==> src/rtl/bias_pkg.sv <==
// Shared definitions for the bias stream unit.
// Holds the FSM state encoding, the default geometry and helpers that
// derive the bias word width and the FIFO occupancy counter width.
package bias_pkg;

    typedef enum logic [1:0] {
        ST_IDLE  = 2'd0,
        ST_FETCH = 2'd1,
        ST_DRAIN = 2'd2
    } bias_state_t;

    localparam int unsigned DEF_LANES        = 32;
    localparam int unsigned DEF_LANE_WIDTH   = 9;
    localparam int unsigned DEF_ADDR_WIDTH   = 9;
    localparam int unsigned DEF_REPEAT_WIDTH = 8;
    localparam int unsigned DEF_FIFO_DEPTH   = 4;

    // Bias word width: all lanes packed side by side.
    function automatic int unsigned word_width(input int unsigned lanes,
                                               input int unsigned lane_width);
        return lanes * lane_width;
    endfunction

    // Occupancy counter must hold 0..depth inclusive.
    function automatic int unsigned count_width(input int unsigned depth);
        return $clog2(depth) + 1;
    endfunction

endpackage

==> src/rtl/bias_stream_unit_fifo.sv <==
// bias_prefetch_fifo: small synchronous prefetch FIFO.
// Ports:
//   clk, rst   - clock, asynchronous active-high reset
//   flush      - synchronous empty (wins over push/pop)
//   push/push_data - write one entry
//   pop        - retire the head entry
//   head_data  - current head, read straight from the storage registers
//   count      - number of valid entries (0..DEPTH)
module bias_prefetch_fifo
    import bias_pkg::*;
#(
    parameter  int unsigned WIDTH = 8,
    parameter  int unsigned DEPTH = 4,
    localparam int unsigned CW    = count_width(DEPTH)
) (
    input  logic             clk,
    input  logic             rst,
    input  logic             flush,
    input  logic             push,
    input  logic [WIDTH-1:0] push_data,
    input  logic             pop,
    output logic [WIDTH-1:0] head_data,
    output logic [CW-1:0]    count
);

    localparam int unsigned PW = $clog2(DEPTH);

    logic [WIDTH-1:0] mem [DEPTH];
    logic [PW-1:0]    rd_ptr;
    logic [PW-1:0]    wr_ptr;
    logic             do_push;
    logic             do_pop;

    assign do_pop  = pop && (count != '0);
    // A push into a full FIFO is only legal when the head leaves the same cycle.
    assign do_push = push && ((count != CW'(DEPTH)) || do_pop);

    always_ff @(posedge clk) begin
        if (do_push && !flush) begin
            mem[wr_ptr] <= push_data;
        end
    end

    always_ff @(posedge clk or posedge rst) begin
        if (rst) begin
            rd_ptr <= '0;
            wr_ptr <= '0;
            count  <= '0;
        end else if (flush) begin
            rd_ptr <= '0;
            wr_ptr <= '0;
            count  <= '0;
        end else begin
            if (do_push) wr_ptr <= wr_ptr + PW'(1);
            if (do_pop)  rd_ptr <= rd_ptr + PW'(1);
            case ({do_push, do_pop})
                2'b10:   count <= count + CW'(1);
                2'b01:   count <= count - CW'(1);
                default: count <= count;
            endcase
        end
    end

    assign head_data = mem[rd_ptr];

endmodule

==> src/rtl/bias_stream_unit.sv <==
// bias_stream_unit: per-layer bias fetch engine.
// Reads cfg_len words from a synchronous bias ROM starting at cfg_base_addr
// (address wraps), buffers them in a prefetch FIFO and emits each word
// cfg_repeat+1 times over a valid/ready stream. bias_data is zero whenever
// bias_valid is low. abort flushes everything without a done pulse.
// Ports:
//   cfg_valid/cfg_ready, cfg_base_addr, cfg_len, cfg_repeat - burst config
//   abort                     - synchronous flush
//   rom_en, rom_addr, rom_rd_data - ROM read port (data one cycle after rom_en)
//   bias_data, bias_valid, bias_ready, bias_last - output stream
//   done                      - one-cycle pulse after the last beat
module bias_stream_unit
    import bias_pkg::*;
#(
    parameter  int unsigned LANES        = DEF_LANES,
    parameter  int unsigned LANE_WIDTH   = DEF_LANE_WIDTH,
    parameter  int unsigned ADDR_WIDTH   = DEF_ADDR_WIDTH,
    parameter  int unsigned REPEAT_WIDTH = DEF_REPEAT_WIDTH,
    parameter  int unsigned FIFO_DEPTH   = DEF_FIFO_DEPTH,
    localparam int unsigned W            = word_width(LANES, LANE_WIDTH)
) (
    input  logic                    clk,
    input  logic                    rst,
    input  logic                    cfg_valid,
    output logic                    cfg_ready,
    input  logic [ADDR_WIDTH-1:0]   cfg_base_addr,
    input  logic [ADDR_WIDTH:0]     cfg_len,
    input  logic [REPEAT_WIDTH-1:0] cfg_repeat,
    input  logic                    abort,
    output logic                    rom_en,
    output logic [ADDR_WIDTH-1:0]   rom_addr,
    input  logic [W-1:0]            rom_rd_data,
    output logic [W-1:0]            bias_data,
    output logic                    bias_valid,
    input  logic                    bias_ready,
    output logic                    bias_last,
    output logic                    done
);

    localparam int unsigned CW = count_width(FIFO_DEPTH);

    bias_state_t             state;
    logic [ADDR_WIDTH:0]     issue_left;
    logic [ADDR_WIDTH:0]     out_left;
    logic [REPEAT_WIDTH-1:0] rep_lat;
    logic [REPEAT_WIDTH-1:0] rep_cnt;
    logic                    inflight;

    logic [CW-1:0] fifo_count;
    logic [W-1:0]  fifo_head;
    logic [CW:0]   occupancy;
    logic          handshake;
    logic          rep_done;
    logic          pop;
    logic          final_word;

    // Issue decision uses registered state only, so bias_ready never reaches rom_en.
    assign occupancy  = {1'b0, fifo_count} + {{CW{1'b0}}, inflight};
    assign rom_en     = (state == ST_FETCH) && (occupancy < (CW+1)'(FIFO_DEPTH));
    assign cfg_ready  = (state == ST_IDLE);

    assign bias_valid = (fifo_count != '0);
    assign bias_data  = bias_valid ? fifo_head : '0;
    assign handshake  = bias_valid && bias_ready;
    assign rep_done   = (rep_cnt == rep_lat);
    assign pop        = handshake && rep_done;
    assign final_word = (out_left == (ADDR_WIDTH+1)'(1));
    assign bias_last  = bias_valid && final_word && rep_done;

    bias_prefetch_fifo #(
        .WIDTH (W),
        .DEPTH (FIFO_DEPTH)
    ) u_fifo (
        .clk       (clk),
        .rst       (rst),
        .flush     (abort),
        .push      (inflight),
        .push_data (rom_rd_data),
        .pop       (pop),
        .head_data (fifo_head),
        .count     (fifo_count)
    );

    always_ff @(posedge clk or posedge rst) begin
        if (rst) begin
            state      <= ST_IDLE;
            rom_addr   <= '0;
            issue_left <= '0;
            out_left   <= '0;
            rep_lat    <= '0;
            rep_cnt    <= '0;
            inflight   <= 1'b0;
            done       <= 1'b0;
        end else if (abort) begin
            // Clearing inflight drops the ROM word still on its way.
            state      <= ST_IDLE;
            rom_addr   <= '0;
            issue_left <= '0;
            out_left   <= '0;
            rep_cnt    <= '0;
            inflight   <= 1'b0;
            done       <= 1'b0;
        end else begin
            done     <= 1'b0;
            inflight <= rom_en;
            if (handshake) begin
                rep_cnt <= rep_done ? '0 : rep_cnt + REPEAT_WIDTH'(1);
            end
            if (pop) begin
                out_left <= out_left - (ADDR_WIDTH+1)'(1);
            end
            case (state)
                ST_IDLE: begin
                    if (cfg_valid) begin
                        if (cfg_len != '0) begin
                            state      <= ST_FETCH;
                            rom_addr   <= cfg_base_addr;
                            issue_left <= cfg_len;
                            out_left   <= cfg_len;
                            rep_lat    <= cfg_repeat;
                            rep_cnt    <= '0;
                        end else begin
                            done <= 1'b1;
                        end
                    end
                end
                ST_FETCH: begin
                    if (rom_en) begin
                        rom_addr   <= rom_addr + ADDR_WIDTH'(1);
                        issue_left <= issue_left - (ADDR_WIDTH+1)'(1);
                        if (issue_left == (ADDR_WIDTH+1)'(1)) begin
                            state <= ST_DRAIN;
                        end
                    end
                end
                ST_DRAIN: begin
                    if (pop && final_word) begin
                        state <= ST_IDLE;
                        done  <= 1'b1;
                    end
                end
                default: state <= ST_IDLE;
            endcase
        end
    end

endmodule

==> config.mk <==
export PLATFORM = sky130hd
export DESIGN_NAME = bias_stream_unit
export DESIGN_NICKNAME = d
export VERILOG_FILES = /design/src/rtl/bias_pkg.sv /design/src/rtl/bias_stream_unit_fifo.sv /design/src/rtl/bias_stream_unit.sv
export SDC_FILE = /design/constraint.sdc
export NUM_CORES = 1
export LEC_CHECK = 0
export CAP_MARGIN = 15
export CORE_ASPECT_RATIO = 0.75
export CORE_MARGIN = 2
export CORE_UTILIZATION = 39
export CTS_BUF_LIST = sky130_fd_sc_hd__clkbuf_4
export CTS_CLUSTER_DIAMETER = 50
export CTS_CLUSTER_SIZE = 30
export DETAILED_ROUTE_END_ITERATION = 10
export GPL_TIMING_DRIVEN = 0
export PLACE_DENSITY = 0.71
export SETUP_SLACK_MARGIN = 0.02
export SLEW_MARGIN = 20
export SYNTH_ARGS = -nofsm -noshare
export SYNTH_HDL_FRONTEND = slang
export SYNTH_SLANG_ARGS = --single-unit
==> constraint.sdc <==
create_clock -name clk -period 30.9 [get_ports clk]
set_input_delay 6.18 -clock clk [delete_from_list [all_inputs] [get_ports clk]]
set_output_delay 6.18 -clock clk [all_outputs]
set_load 0.03 [all_outputs]
==> images/congestion.png <==
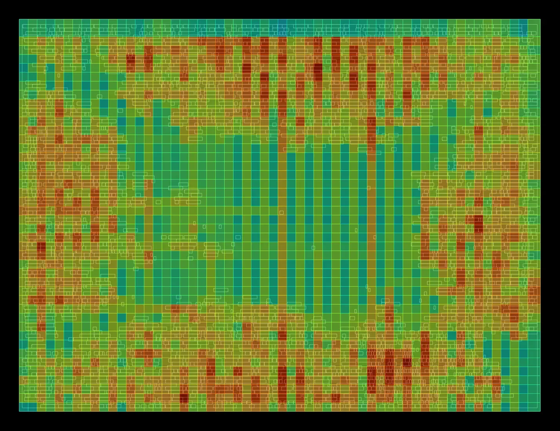
GR Layer Usage met1: 23.1%
total routing usage reported by global routing: 17.5%
busiest grt layer: met2
met2 usage: 28.6%
met3 Usage GRT: 5.26%

==> images/layer_met1.png <==
Drawn at 1 px/micron.
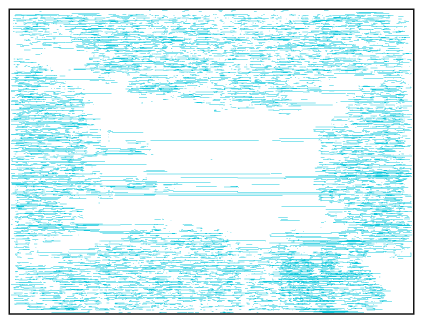
longest straight run = 208 microns
nets with wire on the layer = 3,226
share of all routed wire = 41%
final WL: 109 mm
vias after detailed routing: 24,100

==> images/flops_by_reg.png <==
Drawn at 1 px/micron.
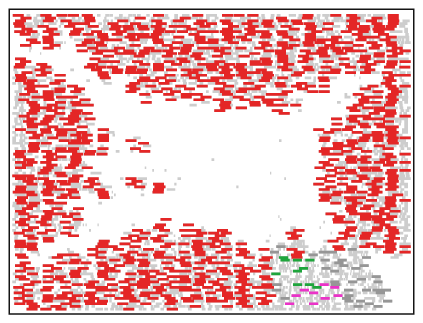
magenta -> rom_addr  # sequential cells 9, where bottom right
red -> u_fifo.mem  # sequential cells 1,152, where widely spread
green -> issue_left  # sequential cells 10
post-route core utilization: 49.1%
total sequential power: 1.82 mW
fraction of standard cell area that is sequential: 62.1%
sequential cell area: 36,000 sq um

==> impl_metrics.json <==
{
  "run_status": "finished clean",
  "adder_area_share_pct": 0.312,
  "critPathCaptureType": "output pin",
  "vias_in_the_first_global_route": 24800,
  "crit_path_category": "register to output pin",
  "post_drt_via_cell_ratio": 5.09,
  "synth_top_area_share_pct": 74.3,
  "final_max_slew_viol_count": 0,
  "firstDrtPassIters": 7,
  "ys_dominant_reg_cell": "edfxtp_1",
  "worstHoldPathType": "register to register",
  "tapCellCount": 1554,
  "antenna_left": 0,
  "power.leakage_nw": 18.5,
  "numPortBuffers": 621,
  "worst_ep_arrival_time_ns": 4.80,
  "ff_count": 1208,
  "place_congestion": 0.804,
  "yosys-dominant-comb-family": "multiplexers",
  "cts_buffer_depth": 3,
  "fin_nets": 3412,
  "warnings": 33,
  "timing.critical_path.from_type": "register",
  "worst_endpoint_required_time_ns": 24.72,
  "max_cap_violations": 0,
  "post_cts.resized_instances": 0,
  "power_frac_comb_pct": 8.1,
  "hold-path-endpoint": "issue_left[7]",
  "worstHoldPathCells": 2,
  "final_layout_top_logic_cell": "edfxtp_1",
  "diodes": 12,
  "timing.max_slew.rel_slack_pct": 36.0,
  "number_of_buffers_inserted_during_clock_tree_synthesis": 100,
  "synthesis.area_per_instance_sq_um": 21.3,
  "chip_area_sq_um": 122000,
  "clock_tree_from_tritoncts": "done",
  "grt_pass1_wl_mm": 159,
  "power.internal_mw": 2.18,
  "finalClockPeriodUsage_pct": 35.5,
  "hold_buffers": 0,
  "worst_r2r_startpoint": "rep_cnt[6]",
  "simple_gate_area_share_pct": 5.46,
  "yosysTopAreaCell": "edfxtp_1",
  "synth.distinct_cells": 50,
  "asyncSetResetFlopFracSynth_pct": 4.64,
  "wl_met3_mm": 7.98,
  "remaining_drc_errors": 0,
  "comb.multi_input.count": 852,
  "insertion_delay_ns": 1.15,
  "ys_seq_elements": 1208,
  "enable_flop_cells": 1152,
  "cp_max_fo": 10,
  "dp_hpwl_mm": 79.1,
  "top_layer_used": "met5",
  "num_io_pins": 622,
  "globalRouteOverflowTotal": 0,
  "post_route_cells_drive_above_1_share_pct": 21.5,
  "final.clkbuf_count": 107,
  "inverters_excl_clock": 18,
  "final-nonclk-buf-share_pct": 14.0,
  "clk_pin_slew_worst_paths_ns": 0.17,
  "post-cts-setup-buffers": 0,
  "timing.reg2reg.setup_slack_ns": 25.04,
  "mux_area_share_pct": 14.3,
  "mappedNetlistNets": 2522,
  "wl_per_cell_microns": 23.0,
  "worst_slew_pin_slew_ns": 0.961,
  "area.share.combinational_pct": 17.4,
  "finalClockSkew_ns": 0.0874,
  "synth.cellmix.compoundShare_pct": 1.23,
  "fillers": 9686,
  "die_w_microns": 403,
  "ranking_of_synthesized_cells_by_area": "edfxtp_1, mux4_2, and2_1",
  "grt_setup_unrepaired": "false",
  "post_synth_instance_area_sq_um": 46600,
  "syn_inst": 2191,
  "yosys.stat.chipArea_sq_um": 46600,
  "synth_sequential_area_ratio_pct": 77.3,
  "sequentialPowerShare_pct": 62.5,
  "rows": 109,
  "flow.area_growth_from_synthesis_pct": 24.5,
  "met1Wirelength_mm": 44.8,
  "nonClockBufferCount": 901,
  "floorplanUtilization_pct": 39.4,
  "swShare_pct": 25.2,
  "regToRegEndpoint": "u_fifo.mem[2][119]",
  "final_hold_viol_count": 0,
  "final_setup_violation_count": 0,
  "h-tree-depth": 3,
  "die_height_microns": 303,
  "timing.hold.worst.start": "issue_left[7]",
  "grt_start_max_net_pins": 38,
  "post_layout_min_period_ns": 10.98,
  "share_clk_of_total_power_pct": 29.4
}
-- cell families (layout without fill, tap and decap cells) --
family,after synthesis,in the layout
compound gates,93,93
fa+ha+maj,11,11
flops,1208,1208
mux,302,302
other cells,0,12
simple gates,427,427
xor+xnor,19,19
buf+inv,131,1107
-- through the flow --
| stage | power, mW | cell area [sq um] | std cells | hold slack [ns] | setup WS [ns] |
|---|---|---|---|---|---|
| floorplan | 1.97 | 46600 | 2191 | 0.465 | 1.63 |
| global placement | 2.11 | 54700 | 4366 | 0.496 | -16.76 |
| detailed placement | 2.10 | 56200 | 4533 | 0.496 | 18.96 |
| CTS | 2.96 | 58000 | 4721 | 0.535 | 19.46 |
| global route | 3.03 | 58000 | 4730 | 0.553 | 19.41 |
| finish | 2.92 | 58000 | 4733 | 0.537 | 19.92 |
-- registers in the layout (all words and copies together) (netlist names) --
name,flops
u_fifo.mem,1152
rom_addr,9
rep_lat,8
rep_cnt,8
state,2
issue_left,10
out_left,10
done,1
u_fifo.wr_ptr,2
inflight,1
u_fifo.count,3
u_fifo.rd_ptr,2
-- power groups by stage --
| stage | Sequential [mW] | Clock (mW) | Combinational (mW) |
|---|---|---|---|
| after floorplan | 1.87 | 0 | 0.103 |
| after global placement | 1.88 | 0 | 0.230 |
| after detailed placement | 1.86 | 0 | 0.239 |
| after CTS | 1.82 | 0.893 | 0.240 |
| after global routing | 1.82 | 0.949 | 0.253 |
| final | 1.82 | 0.857 | 0.238 |
-- worst max-delay path: stages, from the launching register on --
cell and delay, ns:
dfrtp_1 0.36, clkbuf_1 0.71, clkbuf_1 0.79, clkbuf_1 0.64, mux4_2 0.41, and2_1 0.17
clkdlybuf4s50_1 0.66
Power and IR drop assume default switching activity.
